**config.mk**
```make
export PLATFORM = sky130hd
export DESIGN_NAME = smol_mem_arbiter
export DESIGN_NICKNAME = d
export VERILOG_FILES = /design/src/rtl/smol_mem_arbiter.sv
export SDC_FILE = /design/constraint.sdc
export NUM_CORES = 1
export LEC_CHECK = 0
export ABC_AREA = 1
export CORE_MARGIN = 3
export CORE_UTILIZATION = 35
export CTS_CLUSTER_SIZE = 12
export DETAILED_ROUTE_END_ITERATION = 7
export GPL_TIMING_DRIVEN = 0
export PLACE_DENSITY = 0.83
export SYNTH_ARGS = -nofsm -noshare
export SYNTH_HDL_FRONTEND = slang
export SYNTH_SLANG_ARGS = --single-unit
```
**constraint.sdc**
```tcl
create_clock -name clk -period 1.36 [get_ports clk]
set_input_delay 0.272 -clock clk [delete_from_list [all_inputs] [get_ports clk]]
set_output_delay 0.272 -clock clk [all_outputs]
set_load 0.02 [all_outputs]
```
**src/rtl/smol_mem_arbiter.sv**
```systemverilog
// Fetch/data arbiter in front of the single SmolCore memory: IDLE -> ISSUE -> (RESP) with registered pins.
// Define SMOL_ARB_ROUND_ROBIN_EN for round-robin tie-break; default is fixed priority to the data port.
module smol_mem_arbiter (
  input  logic        clk,
  input  logic        rst,
  input  logic        if_req,
  input  logic [31:0] if_addr,
  output logic        if_gnt,
  output logic        if_rvalid,
  output logic [31:0] if_rdata,
  input  logic        d_req,
  input  logic        d_we,
  input  logic [31:0] d_addr,
  input  logic [31:0] d_wdata,
  output logic        d_gnt,
  output logic        d_rvalid,
  output logic [31:0] d_rdata,
  output logic        memRead,
  output logic        memWrite,
  output logic [31:0] memAddr,
  output logic [31:0] writeData,
  input  logic [31:0] readData
);

  // Handshake: a port raises req and holds it (with stable command fields) until it
  // sees its gnt; req still high in the cycle after gnt is a fresh request.
  typedef enum logic [1:0] {IDLE, ISSUE, RESP} state_t;

  state_t state;
  logic   owner;   // 1 = data port owns the current access
  logic   pick_d;

`ifdef SMOL_ARB_ROUND_ROBIN_EN
  logic last_owner;  // 1 = data port was granted last

  always_comb begin
    pick_d = d_req;
    if (if_req && d_req) pick_d = ~last_owner;
  end
`else
  always_comb begin
    pick_d = d_req;
  end
`endif

  always_ff @(posedge clk) begin
    if (rst) begin
      state     <= IDLE;
      owner     <= 1'b0;
      if_gnt    <= 1'b0;
      d_gnt     <= 1'b0;
      if_rvalid <= 1'b0;
      d_rvalid  <= 1'b0;
      memRead   <= 1'b0;
      memWrite  <= 1'b0;
      memAddr   <= 32'd0;
      writeData <= 32'd0;
`ifdef SMOL_ARB_ROUND_ROBIN_EN
      last_owner <= 1'b1;
`endif
    end else begin
      if_gnt    <= 1'b0;
      d_gnt     <= 1'b0;
      if_rvalid <= 1'b0;
      d_rvalid  <= 1'b0;
      memRead   <= 1'b0;
      memWrite  <= 1'b0;
      case (state)
        ISSUE: begin
          // memRead/memWrite still hold the direction of the access being issued
          state     <= memWrite ? IDLE : RESP;
          if_rvalid <= memRead & ~owner;
          d_rvalid  <= memRead & owner;
        end
        default: begin
          if (if_req || d_req) begin
            state    <= ISSUE;
            owner    <= pick_d;
            if_gnt   <= ~pick_d;
            d_gnt    <= pick_d;
            memRead  <= ~(pick_d & d_we);
            memWrite <= pick_d & d_we;
            memAddr  <= pick_d ? d_addr : if_addr;
            if (pick_d) writeData <= d_wdata;
`ifdef SMOL_ARB_ROUND_ROBIN_EN
            last_owner <= pick_d;
`endif
          end else begin
            state <= IDLE;
          end
        end
      endcase
    end
  end

  assign if_rdata = (state == RESP && !owner) ? readData : 32'd0;
  assign d_rdata  = (state == RESP &&  owner) ? readData : 32'd0;

endmodule
```
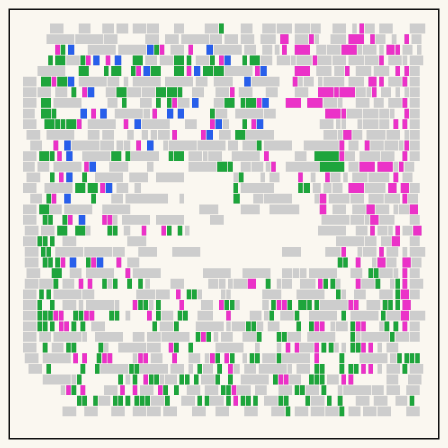
(run_1/gates.png)
legend:
  green:
    family: nand cells
    cells: 235
    where: widely spread
  blue:
    family: aoi and oai cells
    cells: 32
  magenta:
    family: nor cells
    cells: 166
    where: widely spread
Finished Layout Cells: 1043
Commonest Layout Cell: nand2_1
combinational share of cell area: 0.2827

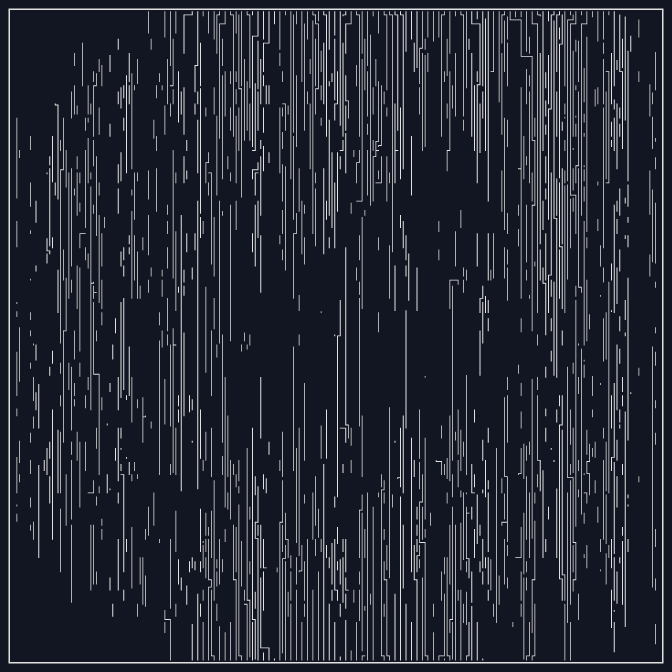
(run_1/m2.png)
wire length on this layer: 7340 um
main direction: vertical
nets with wire on the layer: 791
longest straight run: 48.4 um
share of all routed wire: 52%
DRT Wirelength: 14.23 mm
grt met2 use: 0.4080
via total after detailed routing: 4638

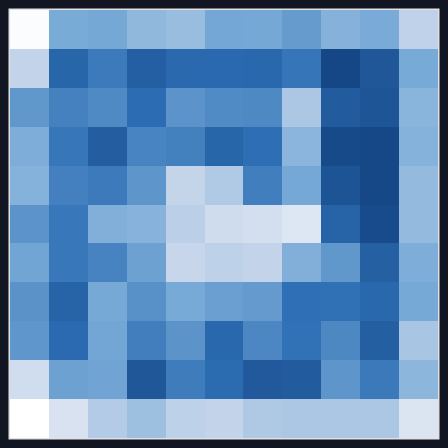
(run_1/util_map.png)
The die is cut into 11 by 11 equal tiles; white is low, dark blue is high, 0 to 100% covered.
fullest tile: 91%
nearly empty tiles: 0.80%
tiles over 75% full: 23%
mean over tiles: 56%
fin util: 0.6661
FP Core Util: 0.3611
core area: 10370 um^2

==> results.tsv, run 1 <==
metric	value	unit
hold_ws	0.4011	ns
path depth of the worst reg2reg path	7	
synth cell count leaders	nand2_1 (198), nor2_1 (163), dfxtp_1 (73), inv_1 (73)	
n_diodes	0	
Synth Warn #	0	
Final WS setup	-0.2738	ns
Startpoint Class	flop	
metal2 WL	7.341	mm
placed cells	1023	
Post-DRT Antenna Nets	0	
inverters	75	
FFs w/ async S/R, synth	0	
clock root cell	clkbuf_8	
slew at the pin with the worst max-slew slack	0.4954	ns
Worst Path Arrival	1.36	ns
I/O Buffers	265	
Finish-stage setup viols	64	
final period utilization	1.201	
post-synthesis cell count	622	
Layout fillers	978	
post-synth top area cell	dfxtp_1	
Multi-input gate area	1953	um^2
failing checks	setup timing	
tool warnings	28	
Seq Cell Count	73	
status	finished, violations left	
Synth Register Bits	73	
IO Count	267	
Period minus WS final	1.634	ns
wire per inst	13.64	um
dominant kind of cell	buffers	
HPWL Detailed	10.92	mm
Max Clk Rate	612.1	MHz
CTS clock-pin slew for the worst setup and hold paths	0.08	ns
Clk. pwr	1.76	mW
delay of the slowest cell on the worst path	0.37	ns
part of the power in combinational logic	0.310	
top cells, area	dfxtp_1 (39%), nand2_1 (20%), nor2_1 (16%), inv_1 (7.3%), nand3b_1 (6.4%)	
WL met1	5.396	mm
gr usage total	0.2169	
critical path type	flop to primary output	
dominant register cell	dfxtp_1	
ys cells	622	
Seq pwr share	0.400	
Hold Path Stages	1	
Seq/Total Area, Yosys	0.3902	
clock buffers	10	
ClkCell Share	0.02952	
M3 GR Usage	0.05285	
Tapcell Cnt	136	
## Run 2: what changed since run 1
Settings changed: GPL_ROUTABILITY_DRIVEN set to 1.
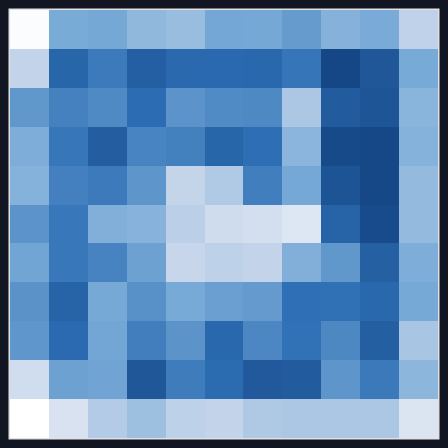
(run_2/util_map.png)
The die is cut into 11 by 11 equal tiles; white is low, dark blue is high, 0 to 100% covered.
fullest tile: 91%
tiles over 75% full: 23%
mean over tiles: 56%
emptiest ninth of the die: middle
nearly empty tiles: 0.80%

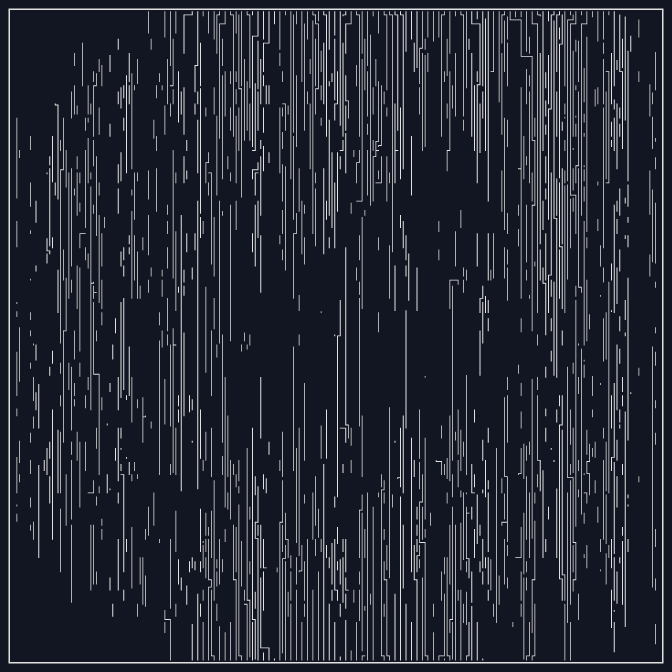
(run_2/m2.png)
main direction: vertical
wire length on this layer: 7340 um
share of all routed wire: 52%
longest straight run: 48.4 um

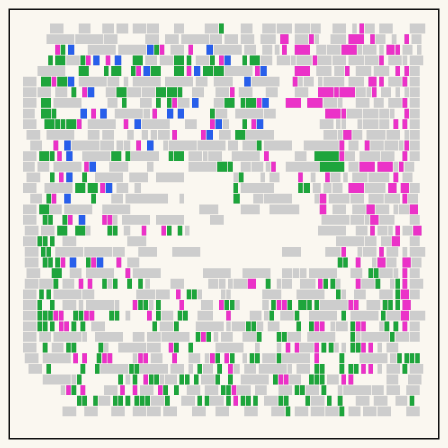
(run_2/gates.png)
legend:
  blue:
    family: aoi and oai cells
    cells: 32
  green:
    family: nand cells
    cells: 235
    where: widely spread
  magenta:
    family: nor cells
    cells: 166
    where: widely spread

==> results.tsv, run 2 <==
metric	value	unit	change
placed cells	1023		unchanged
Seq pwr share	0.400		about the same
combinational share of cell area	0.2827		unchanged
Startpoint Class	flop		
top cells, area	dfxtp_1 (39%), nand2_1 (20%), nor2_1 (16%), inv_1 (7.3%), nand3b_1 (6.4%)		
slew at the pin with the worst max-slew slack	0.4954	ns	unchanged
Worst Path Arrival	1.36	ns	about the same
dominant register cell	dfxtp_1		
grt met2 use	0.4080		unchanged
tool warnings	28		unchanged
Finish-stage setup viols	64		unchanged
WL met1	5.396	mm	unchanged
Finished Layout Cells	1043		unchanged
Final WS setup	-0.2738	ns	unchanged
failing checks	setup timing		
core area	10370	um^2	unchanged
Period minus WS final	1.634	ns	unchanged
Synth Warn #	0		unchanged
Clk. pwr	1.76	mW	about the same
part of the power in combinational logic	0.310		about the same
fin util	0.6661		unchanged
critical path type	flop to primary output		
Hold Path Stages	1		unchanged
metal2 WL	7.341	mm	unchanged
Synth Register Bits	73		unchanged
delay of the slowest cell on the worst path	0.37	ns	about the same
status	finished, violations left		
I/O Buffers	265		unchanged
path depth of the worst reg2reg path	7		unchanged
FP Core Util	0.3611		unchanged
Post-DRT Antenna Nets	0		unchanged
IO Count	267		unchanged
dominant kind of cell	buffers		
DRT Wirelength	14.23	mm	unchanged
post-synthesis cell count	622		unchanged
FFs w/ async S/R, synth	0		unchanged
via total after detailed routing	4638		unchanged
Power is estimated from default activity; no workload was simulated.
